### src/rtl/catc_stall_scheduler.sv
// catc_stall_scheduler
// Grants one stall requester at a time onto the CATC Delay input, tracks the
// emulated-time debt between the reference and stalled CATCs, and drives
// FastCatchup after a stall until the debt has been repaid.
module catc_stall_scheduler #(
  parameter int Requesters       = 4,
  parameter int MaxStall         = 256,
  parameter int DebtWidth        = 16,
  parameter int CatchupThreshold = 64
) (
  input  logic                  Clk,
  input  logic                  Reset_n,
  input  logic [Requesters-1:0] StallReq,
  output logic [Requesters-1:0] StallGrant,
  input  logic                  RefTick,
  input  logic                  CoreTick,
  output logic                  Delay,
  output logic                  FastCatchup,
  output logic [DebtWidth-1:0]  Debt,
  output logic                  Overrun,
  output logic                  Timeout
);

  localparam int PtrW = (Requesters > 1) ? $clog2(Requesters) : 1;
  localparam int CntW = $clog2(MaxStall + 1);

  localparam logic [1:0] IDLE    = 2'd0;
  localparam logic [1:0] STALL   = 2'd1;
  localparam logic [1:0] CATCHUP = 2'd2;

  localparam logic [DebtWidth-1:0] DebtMax   = '1;
  localparam logic [DebtWidth-1:0] Threshold = DebtWidth'(CatchupThreshold);
  localparam logic [CntW-1:0]      CntLimit  = CntW'(MaxStall);
  localparam logic [PtrW-1:0]      PtrReset  = PtrW'(Requesters - 1);

  logic [1:0]            state;
  logic [PtrW-1:0]       ptr;
  logic [Requesters-1:0] rearm;
  logic [CntW-1:0]       stallCnt;

  logic [DebtWidth-1:0]  debtNext;
  logic                  overrunHit;
  logic [Requesters-1:0] eligible;
  logic [PtrW-1:0]       winner;
  logic [PtrW-1:0]       cand;
  logic                  found;
  logic                  reqHeld;
  logic [CntW-1:0]       cntInc;
  logic                  forceRelease;
  logic                  releaseNow;

  // Saturating up/down debt update; both ticks together cancel out.
  always_comb begin
    debtNext   = Debt;
    overrunHit = 1'b0;
    if (RefTick && !CoreTick) begin
      if (Debt == DebtMax) overrunHit = 1'b1;
      else                 debtNext   = Debt + DebtWidth'(1);
    end else if (CoreTick && !RefTick && (Debt != '0)) begin
      debtNext = Debt - DebtWidth'(1);
    end
  end

  // Round-robin search starting just after the last granted requester.
  always_comb begin
    eligible = StallReq & ~rearm;
    winner   = ptr;
    found    = 1'b0;
    cand     = ptr;
    for (int i = 1; i <= Requesters; i++) begin
      cand = PtrW'((int'(ptr) + i) % Requesters);
      if (!found && eligible[cand]) begin
        found  = 1'b1;
        winner = cand;
      end
    end
  end

  assign reqHeld      = StallReq[ptr];
  assign cntInc       = stallCnt + CntW'(1);
  assign forceRelease = (state == STALL) && reqHeld && (cntInc == CntLimit);
  assign releaseNow   = (state == STALL) && (!reqHeld || forceRelease);

  // Debt register and sticky overrun flag, updated in every state.
  always_ff @(posedge Clk or negedge Reset_n) begin
    if (!Reset_n) begin
      Debt    <= '0;
      Overrun <= 1'b0;
    end else begin
      Debt <= debtNext;
      if (overrunHit) Overrun <= 1'b1;
    end
  end

  // Arbitration state machine with registered grant, Delay, FastCatchup and Timeout.
  always_ff @(posedge Clk or negedge Reset_n) begin
    if (!Reset_n) begin
      state       <= IDLE;
      ptr         <= PtrReset;
      rearm       <= '0;
      stallCnt    <= '0;
      StallGrant  <= '0;
      Delay       <= 1'b0;
      FastCatchup <= 1'b0;
      Timeout     <= 1'b0;
    end else begin
      Timeout <= forceRelease;
      rearm   <= (rearm & StallReq) |
                 (forceRelease ? (Requesters'(1) << ptr) : '0);
      case (state)
        IDLE: begin
          if (found) begin
            state      <= STALL;
            StallGrant <= Requesters'(1) << winner;
            Delay      <= 1'b1;
            ptr        <= winner;
            stallCnt   <= '0;
          end
        end
        STALL: begin
          if (releaseNow) begin
            StallGrant <= '0;
            Delay      <= 1'b0;
            if (debtNext >= Threshold) begin
              state       <= CATCHUP;
              FastCatchup <= 1'b1;
            end else begin
              state <= IDLE;
            end
          end else begin
            stallCnt <= cntInc;
          end
        end
        CATCHUP: begin
          if (debtNext == '0) begin
            state       <= IDLE;
            FastCatchup <= 1'b0;
          end
        end
        default: begin
          state       <= IDLE;
          StallGrant  <= '0;
          Delay       <= 1'b0;
          FastCatchup <= 1'b0;
        end
      endcase
    end
  end

endmodule

### config.mk
export PLATFORM = sky130hd
export DESIGN_NAME = catc_stall_scheduler
export DESIGN_NICKNAME = d
export VERILOG_FILES = /design/src/rtl/catc_stall_scheduler.sv
export SDC_FILE = /design/constraint.sdc
export NUM_CORES = 1
export LEC_CHECK = 0
export CAP_MARGIN = 30
export CORE_ASPECT_RATIO = 0.5
export CORE_MARGIN = 2
export CORE_UTILIZATION = 50
export CTS_CLUSTER_DIAMETER = 40
export DETAILED_ROUTE_END_ITERATION = 6
export PLACE_DENSITY = 0.75
export SLEW_MARGIN = 25
export SYNTH_ARGS = -nofsm -noshare
export SYNTH_HDL_FRONTEND = slang
export SYNTH_SLANG_ARGS = --single-unit
### constraint.sdc
create_clock -name Clk -period 3.4 [get_ports Clk]
set_input_delay 0.68 -clock Clk [delete_from_list [all_inputs] [get_ports Clk]]
set_output_delay 0.68 -clock Clk [all_outputs]
set_load 0.005 [all_outputs]
### Track usage over the die, run 1

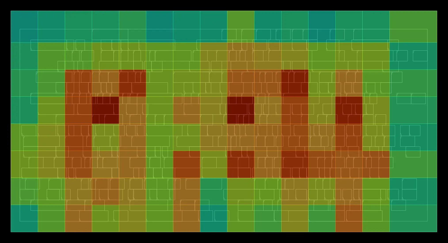
gr usage total: 0.246
M2 GR Usage: 0.375

### The metal 2 layer, run 1

Scale: 6 px per um. Cells faint in the background.
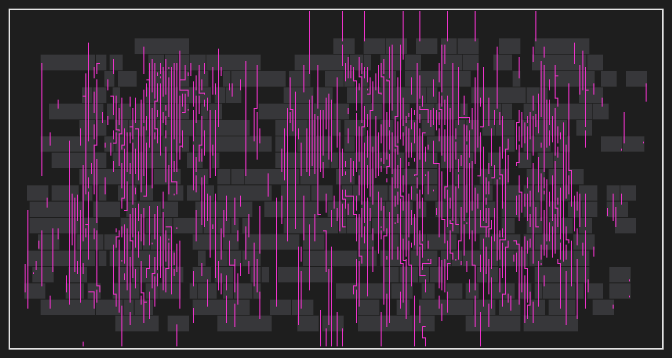
main direction: vertical
share of all routed wire: 46%
nets with wire on the layer: 327
wire length on this layer: 3290 um
longest straight run: 27.2 um
final WL: 7220 um
vias: 2693

==> reports/metrics.yaml, run 1 <==
status:
  outcome: "complete, no violations"
final_timing:
  setup_viol: 0
  hold_viol: 0
  skew_ns: 0.0108
  worst_pin_slew_ns: 0.541
  fmax_mhz: 306
  finalCritPeriodShare: 0.960
  slew-limit-headroom: 0.636
  rsz0062_at_grt: "no"
  slew_viol_final: 0
  fin_crit_ns: 3.26
global_route:
  antenna_found_initial: 0
  grt_pass1_wl_um: 11900
  grt_overflow: 0
  grt_pass1_vias: 2524
  grt_max_degree: 42
yosys:
  synth_cell_types: 66
  adder_share: 0.0365
  edf_count: 0
  synth-compound-area-share: 0.201
  flop_cell: "dfrtp_1"
  ys_seq_share: 0.375
  ys_ff: 41
  async_flop_share: 1.00
  netlist_area_sq_um: 2740
  yosys.area_share.simple: 0.284
  fp_nets: 323
  ys_cells: 307
  ys_area_sq_um: 2740
  ys.warnings.count: 0
  ys_sh_mux: 0.0269
  synth_area_per_cell_sq_um: 8.93
  logic_family: "simple AND/OR/NAND/NOR gates"
  syn-instance-count: 307
  synth-xor-area-share: 0.0352
worst_setup_path:
  crit_buf_inv: 0
  crit_type: "reg -> reg"
  cp-start-kind: "flop"
  worstPathArrival_ns: 3.43
  worstPathCellList: "or3_1 -> or4_1 -> nor3_1 -> xor2_1 -> o22a_1 -> or4b_2 -> nor3_4 -> o221ai_1"
  cp_top_family: "simple AND/OR/NAND/NOR gates"
  crit_required_ns: 3.57
  cp_max_fo: 5
  end_kind: "flop"
  slowest_stage: "or4b_2"
  max_stage_delay_ns: 0.75
job:
  warnings: 31
  max-cap-violations: 0
clock_tree:
  post_cts_buffers: 0
  htreeDepth: 2
  clkLatencyLatePin_ns: 0.30
  cts_root_buffer: "clkbuf_8"
  cts_tree: "yes"
  cts_buffer_depth: 2
  cts.sinks: 41
  clk_pin_slew_ns: 0.08
  numCtsBuffers: 5
  cts_hold_buf: 0
drt:
  drt_first_pass_iters: 4
  wl_per_cell_um: 16.7
  routed_via_density: 6.25
  ant_nets: 0
  drt_iter0_markers: 169
  drc: 0
finish:
  mostFrequentLayoutCells: "dfrtp_1, clkdlybuf4s50_1, buf_4"
  lay_top_count: "dfrtp_1"
  syn_to_final_growth_pct: 26.6
  drive_gt1_frac: 0.166
  stdcell_area_sq_um: 3470
  fin_nets: 376
  antenna_cells: 0
floorplan:
  io_pins: 32
  dieArea_sq_um: 6120
  fp_util: 0.538
  coreArea_sq_um: 5090
  rows: 18
power_and_ir_drop:
  leakage_nw: 1.49
  cellPowerDensity_nw_per_um2: 720
  vdd_ir_drop_max_uv: 389
  power.total_mw: 2.50
placed_design:
  hpwl_um: 5250
  gp_congestion: 0.924
  postPlaceCellArea_sq_um: 3280
hold_path:
  hold_path.class: "in -> async"
### The metal 3 layer, run 1

Scale: 6 px per um. Cells faint in the background.
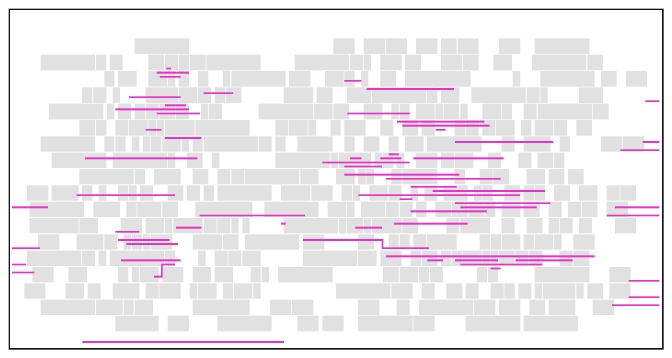
main direction: horizontal
longest straight run: 34.5 um
M3 GR Usage: 0.0534

### Pin map, run 1

Scale: 6 px per um. Pins as bars across the die edge, other pins in gray.
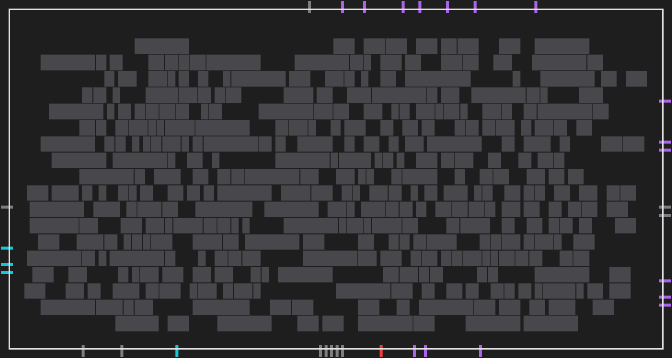
legend:
  StallReq:
    color: cyan
    pins: 4
    direction: input
    edge: 3 left, 1 bottom
  Overrun:
    color: red
    pins: 1
    direction: output
    edge: bottom
  Debt:
    color: purple
    pins: 16
    direction: output
    edge: 7 top, 6 right, 3 bottom
all pins by edge: 12 bottom, 8 right, 8 top, 4 left
die width: 109 um
I/O Buffers: 31
Die H: 56.3 um

-- run 1: logic make-up after synthesis --
kind of cell | count (synthesis)
simple gates | 136
flops | 41
mux | 6
fa+ha+maj | 8
xor+xnor | 11
compound gates | 79
buf+inv | 26
-- run 1: cell usage after synthesis (all sizes together) (8+ instances only) --
library cell / instances / area [sq um]
dfrtp: 39 / 976
nand2: 21 / 78.8
o21ai: 21 / 105
nor2: 18 / 67.6
nor3: 15 / 80.1
nand2b: 14 / 87.6
a21oi: 13 / 65.1
clkbuf: 12 / 47.6
and2: 11 / 68.8
and3: 11 / 68.8
nand3: 11 / 55.1
inv: 9 / 33.8
xnor2: 9 / 78.8
ha: 8 / 100
-- run 1: worst register-to-register path, cell delays in order, from the launching register on --
cell	delay, ns
dfrtp_1	0.43
or3_1	0.49
or4_1	0.62
nor3_1	0.21
xor2_1	0.11
o22a_1	0.20
or4b_2	0.75
nor3_4	0.22
o221ai_1	0.12
-- run 1: flip-flops by register name (all words and copies together) (netlist names), 2 cells and up --
name and cells:
Debt 16, stallCnt 9, StallGrant 4, rearm 4, ptr 2, state 2
-- run 1: routing by layer --
metal  wire length (um)  vias up  track usage
li1                   -     1261            -
met1               3270     1308        0.354
met2               3290      115        0.375
met3                587        9       0.0534
met4                 68        0       0.0659
met5                  0        -            0
-- run 1: worst paths after layout --
check                         from          end  slack (ns)  cells past startpoint
max in group asynchronous  Reset_n       ptr[1]        2.64                      2
setup reg to reg           Debt[5]  FastCatchup        0.14                      8
hold / removal             Reset_n     rearm[1]        0.24                      1
hold reg to reg            Overrun      Overrun        0.48                      1
min in group Clk           Overrun      Overrun        0.48                      1
setup / recovery           Debt[5]  FastCatchup        0.14                      8
-- run 1: where the power goes --
part	switching [mW]	internal (mW)	total, mW
Combinational	0.679	0.632	1.31
Clock	0.180	0.239	0.419
Sequential	0.137	0.632	0.769
Total	0.996	1.50	2.50
-- run 1: repair_timing --
action	4_1_cts	5_1_grt
resized	0	9
setup endpoints to repair	0	2
hold endpoints to repair	0	0
-- run 1: stage by stage --
| step | TNS, ns | std cells | utilization | hold slack (ns) | worst slack, ns |
|---|---|---|---|---|---|
| after CTS | 0 | 430 | 0.669 | 0.485 | 0.0535 |
| after global placement | -0.0216 | 422 | 0.645 | 0.468 | -0.0216 |
| final | 0 | 431 | 0.682 | 0.245 | 0.135 |
| after detailed placement | -0.0857 | 422 | 0.645 | 0.464 | -0.0653 |
| after global routing | 0 | 431 | 0.682 | 0.245 | 0.0137 |
| after floorplan | 0 | 307 | - | 0.384 | 0.165 |
-- run 1: area by class of cell --
cell class                      count  area, sq um
Multi-Input combinational cell    240         1650
Tap cell                           70         87.6
Timing Repair Buffer               62          551
Fill cell                         437         1620
Sequential cell                    41         1030
Clock inverter                      2         37.5
Inverter                           10         37.5
Clock buffer                        6         82.6
### Routed metal per tile, run 1

Scale: 4 px per um. 22 x 11 tiles, from dark blue (low) to red (high), scaled to the fullest tile. Values are wire area over tile area, all layers added.
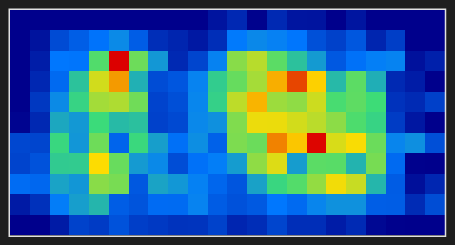

==> inputs of run 2 (changes only) <==
==> constraint.sdc (replaced) <==
create_clock -name Clk -period 2.9 [get_ports Clk]
set_input_delay 0.58 -clock Clk [delete_from_list [all_inputs] [get_ports Clk]]
set_output_delay 0.58 -clock Clk [all_outputs]
set_load 0.005 [all_outputs]
### Routed metal per tile, run 2

Scale: 4 px per um. 22 x 11 tiles, from dark blue (low) to red (high), scaled to the fullest tile. Values are wire area over tile area, all layers added.
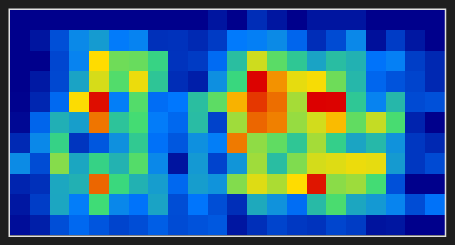
densest ninth of the die: middle
fullest tile: 0.64
emptiest ninth of the die: top right
tiles over half the peak: 24%
nearly empty tiles: 12%
mean over tiles: 0.20
vias: 2671
final WL: 7480 um
gr usage total: 0.256
Avg WL per Cell: 16.7 um

==> reports/metrics.yaml, run 2 <==
status:
  outcome: "finished, violations left"
  violations: "negative setup slack"
power_and_ir_drop:
  vdd_ir_drop_max_uv: 398  # +2.3%
  leakage_nw: 1.56  # +4.9%
  cellPowerDensity_nw_per_um2: 823  # +14%
finish:
  syn_to_final_growth_pct: 30.8
  final_util: 0.704  # +0.0224
  regMostFlops: "Debt"
  mostFrequentLayoutCells: "buf_4, dfrtp_1, clkdlybuf4s50_1"
  n_fill_cell: 403  # -7.8%
  drive_gt1_frac: 0.215  # +0.0486
  largestRegisters: "Debt: 16 flops, stallCnt: 9 flops"
  stdcell_area_sq_um: 3580  # +3.3%
  comb_area_sq_um: 1680  # +2.2%
  lay_top_count: "buf_4"
  antenna_cells: 0  # unchanged
  regArea_sq_um: 1030  # unchanged
  layout.cells.non_filler: 447  # +3.7%
  fin_nets: 392  # +4.3%
global_route:
  antenna_found_initial: 0  # unchanged
  grt_max_degree: 42  # unchanged
  grt_overflow: 0  # unchanged
  grt_pass1_vias: 2568  # +1.7%
yosys:
  ys_cells: 307  # unchanged
  ys_seq_share: 0.375  # unchanged
  ys.warnings.count: 0  # unchanged
  synth_cell_types: 66  # unchanged
  edf_count: 0  # unchanged
  fp_nets: 323  # unchanged
  ys_ff: 41  # unchanged
  synthMostInstantiatedCell: "dfrtp_1"
  syn-instance-count: 307  # unchanged
  flop_cell: "dfrtp_1"
  netlist_top_cells_count: "dfrtp_1, nand2_1, o21ai_0"
  netlist_area_sq_um: 2740  # unchanged
  ys_area_sq_um: 2740  # unchanged
  async_flop_share: 1.00  # unchanged
  yosysTopAreaCell: "dfrtp_1"
  synth_area_per_cell_sq_um: 8.93  # unchanged
  top_area_frac: 0.356  # unchanged
final_timing:
  fmax_mhz: 324  # +5.9%
  rsz0062_at_grt: "yes"
  skew_ns: 0.0107  # -0.0000523 ns
  worst_pin_slew_ns: 0.547  # +0.00658 ns
  slew_viol_final: 0  # unchanged
  hold_viol: 0  # unchanged
  fin_crit_ns: 3.08  # -0.183 ns
  timing.hold.ws_ns: 0.249  # +0.00398 ns
  finalCritPeriodShare: 1.06  # +0.103
  setup_viol: 2  # +2
  slew-limit-headroom: 0.632  # -0.00443
  layout_setup_ws_ns: -0.182  # -0.317 ns
clock_tree:
  htreeDepth: 2  # unchanged
  cts_hold_buf: 0  # unchanged
  cts_tree: "yes"
  cts_root_buffer: "clkbuf_8"
  cts.sinks: 41  # unchanged
  cts_buffer_depth: 2  # unchanged
  clk_pin_slew_ns: 0.09  # about the same
  clkLatencyLatePin_ns: 0.30  # about the same
placed_design:
  hpwl_um: 5430  # +3.5%
  gp_congestion: 0.985  # +6.7%
  postPlaceCellArea_sq_um: 3430  # +4.3%
  portBuffers: 31  # unchanged
  place_inst: 438  # +3.8%
  dp_slack_ns: -0.462  # -0.397 ns
worst_setup_path:
  cp-start-kind: "flop"
  cp_max_fo: 5  # unchanged
  worstPathArrival_ns: 3.26  # -0.17 ns
  crit_required_ns: 3.08  # -0.49 ns
  end_kind: "flop"
  slowest_stage: "or4b_4"
  worstPathCellList: "inv_1 -> ha_2 -> or4b_4 -> or4_4 -> a32oi_4 -> xnor2_1 -> nor2_1 -> or4b_4 -> o21ai_2 -> o221ai_1"
drt:
  drc: 0  # unchanged
  drt_iter0_markers: 214  # +27%
  drt_first_pass_iters: 5  # +1
  ant_nets: 0  # unchanged
  routed_via_density: 5.98  # -4.4%
floorplan:
  dieArea_sq_um: 6120  # unchanged
  die_w_um: 109  # unchanged
  rows: 18  # unchanged
  fp_util: 0.538  # unchanged
  io_pins: 32  # unchanged
  die_y_um: 56.3  # unchanged
  coreArea_sq_um: 5090  # unchanged
job:
  warnings: 34  # +9.7%
  max-cap-violations: 0  # unchanged
hold_path:
  hold_path.class: "in -> async"
### Track usage over the die, run 2

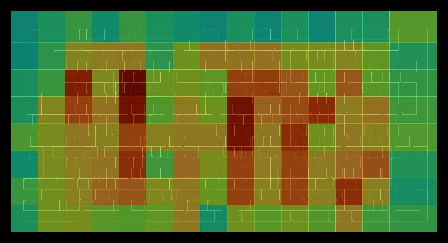
M2 GR Usage: 0.388
M3 GR Usage: 0.0453
M1 GR Usage: 0.374
most used routing layer: met2

## run 2: cell counts after synthesis
Identical to the previous run, type by type.
## run 2: area by class of cell
| class | instances | share of cell area |
|---|---|---|
| clock buffer | 6 | 0.0203 |
| multi-input combinational | 240 | 0.469 |
| timing repair buffer | 78 | 0.184 |
| inverter | 10 | 0.0105 |
| sequential | 41 | 0.287 |
| tap | 70 | 0.0244 |
| clock inverter | 2 | 0.00419 |
## run 2: cell families after synthesis
group,Yosys count,synth area share
flip-flops,41,0.375
AND-OR/OR-AND,79,0.201
AND/OR/NAND/NOR,136,0.284
multiplexers,6,0.0269
buffers and inverters,26,0.0406
XOR/XNOR,11,0.0352
adder cells (fa/ha/maj),8,0.0365
## run 2: path summary, 6_finish.rpt
| path | end | cells after the start | slack [ns] | startpoint |
|---|---|---|---|---|
| worst max-delay path | FastCatchup | 10 | -0.18 | Debt[1] |
| worst min-delay path | Debt[7] | 1 | 0.25 | Reset_n |
| worst max register to register | FastCatchup | 10 | -0.18 | Debt[1] |
| worst min register to register | Delay | 2 | 0.48 | Delay |
| max in group asynchronous | Debt[15] | 1 | 2.27 | Reset_n |
| min in group Clk | Delay | 2 | 0.48 | Delay |
## run 2: timing repair
action	in CTS	in global routing
setup endpoints to repair	2	16
pin swaps	5	0
setup buffers	1	0
hold endpoints to repair	0	0
gates resized	7	5
cloned	0	0
## run 2: where the power goes
| part | leakage (nW) | switching, mW | internal [mW] | total [mW] |
|---|---|---|---|---|
| Combinational | 0.994 | 0.843 | 0.834 | 1.68 |
| Sequential | 0.527 | 0.141 | 0.741 | 0.882 |
| Clock | 0.0374 | 0.221 | 0.170 | 0.391 |
| Total | 1.56 | 1.21 | 1.74 | 2.95 |
## run 2: critical path, delay by kind of cell, from the launching register on
| family | cells | cell delay [ns] |
|---|---|---|
| adders and majority gates | 1 | 0.18 |
| xor gates and xnor gates | 1 | 0.12 |
| DFF | 1 | 0.38 |
| buffers and inverters | 1 | 0.06 |
| and+or+nand+nor | 4 | 1.66 |
| AOI/OAI and AO/OA | 3 | 0.56 |
## run 2: metal layers
| metal | vias up | global-route usage | wire, um |
|---|---|---|---|
| met4 | 0 | 0.0751 | 90 |
| met2 | 128 | 0.388 | 3350 |
| li1 | 1287 | - | - |
| met5 | - | 0 | 0 |
| met1 | 1245 | 0.374 | 3390 |
| met3 | 11 | 0.0453 | 643 |
Power and IR drop assume default switching activity.
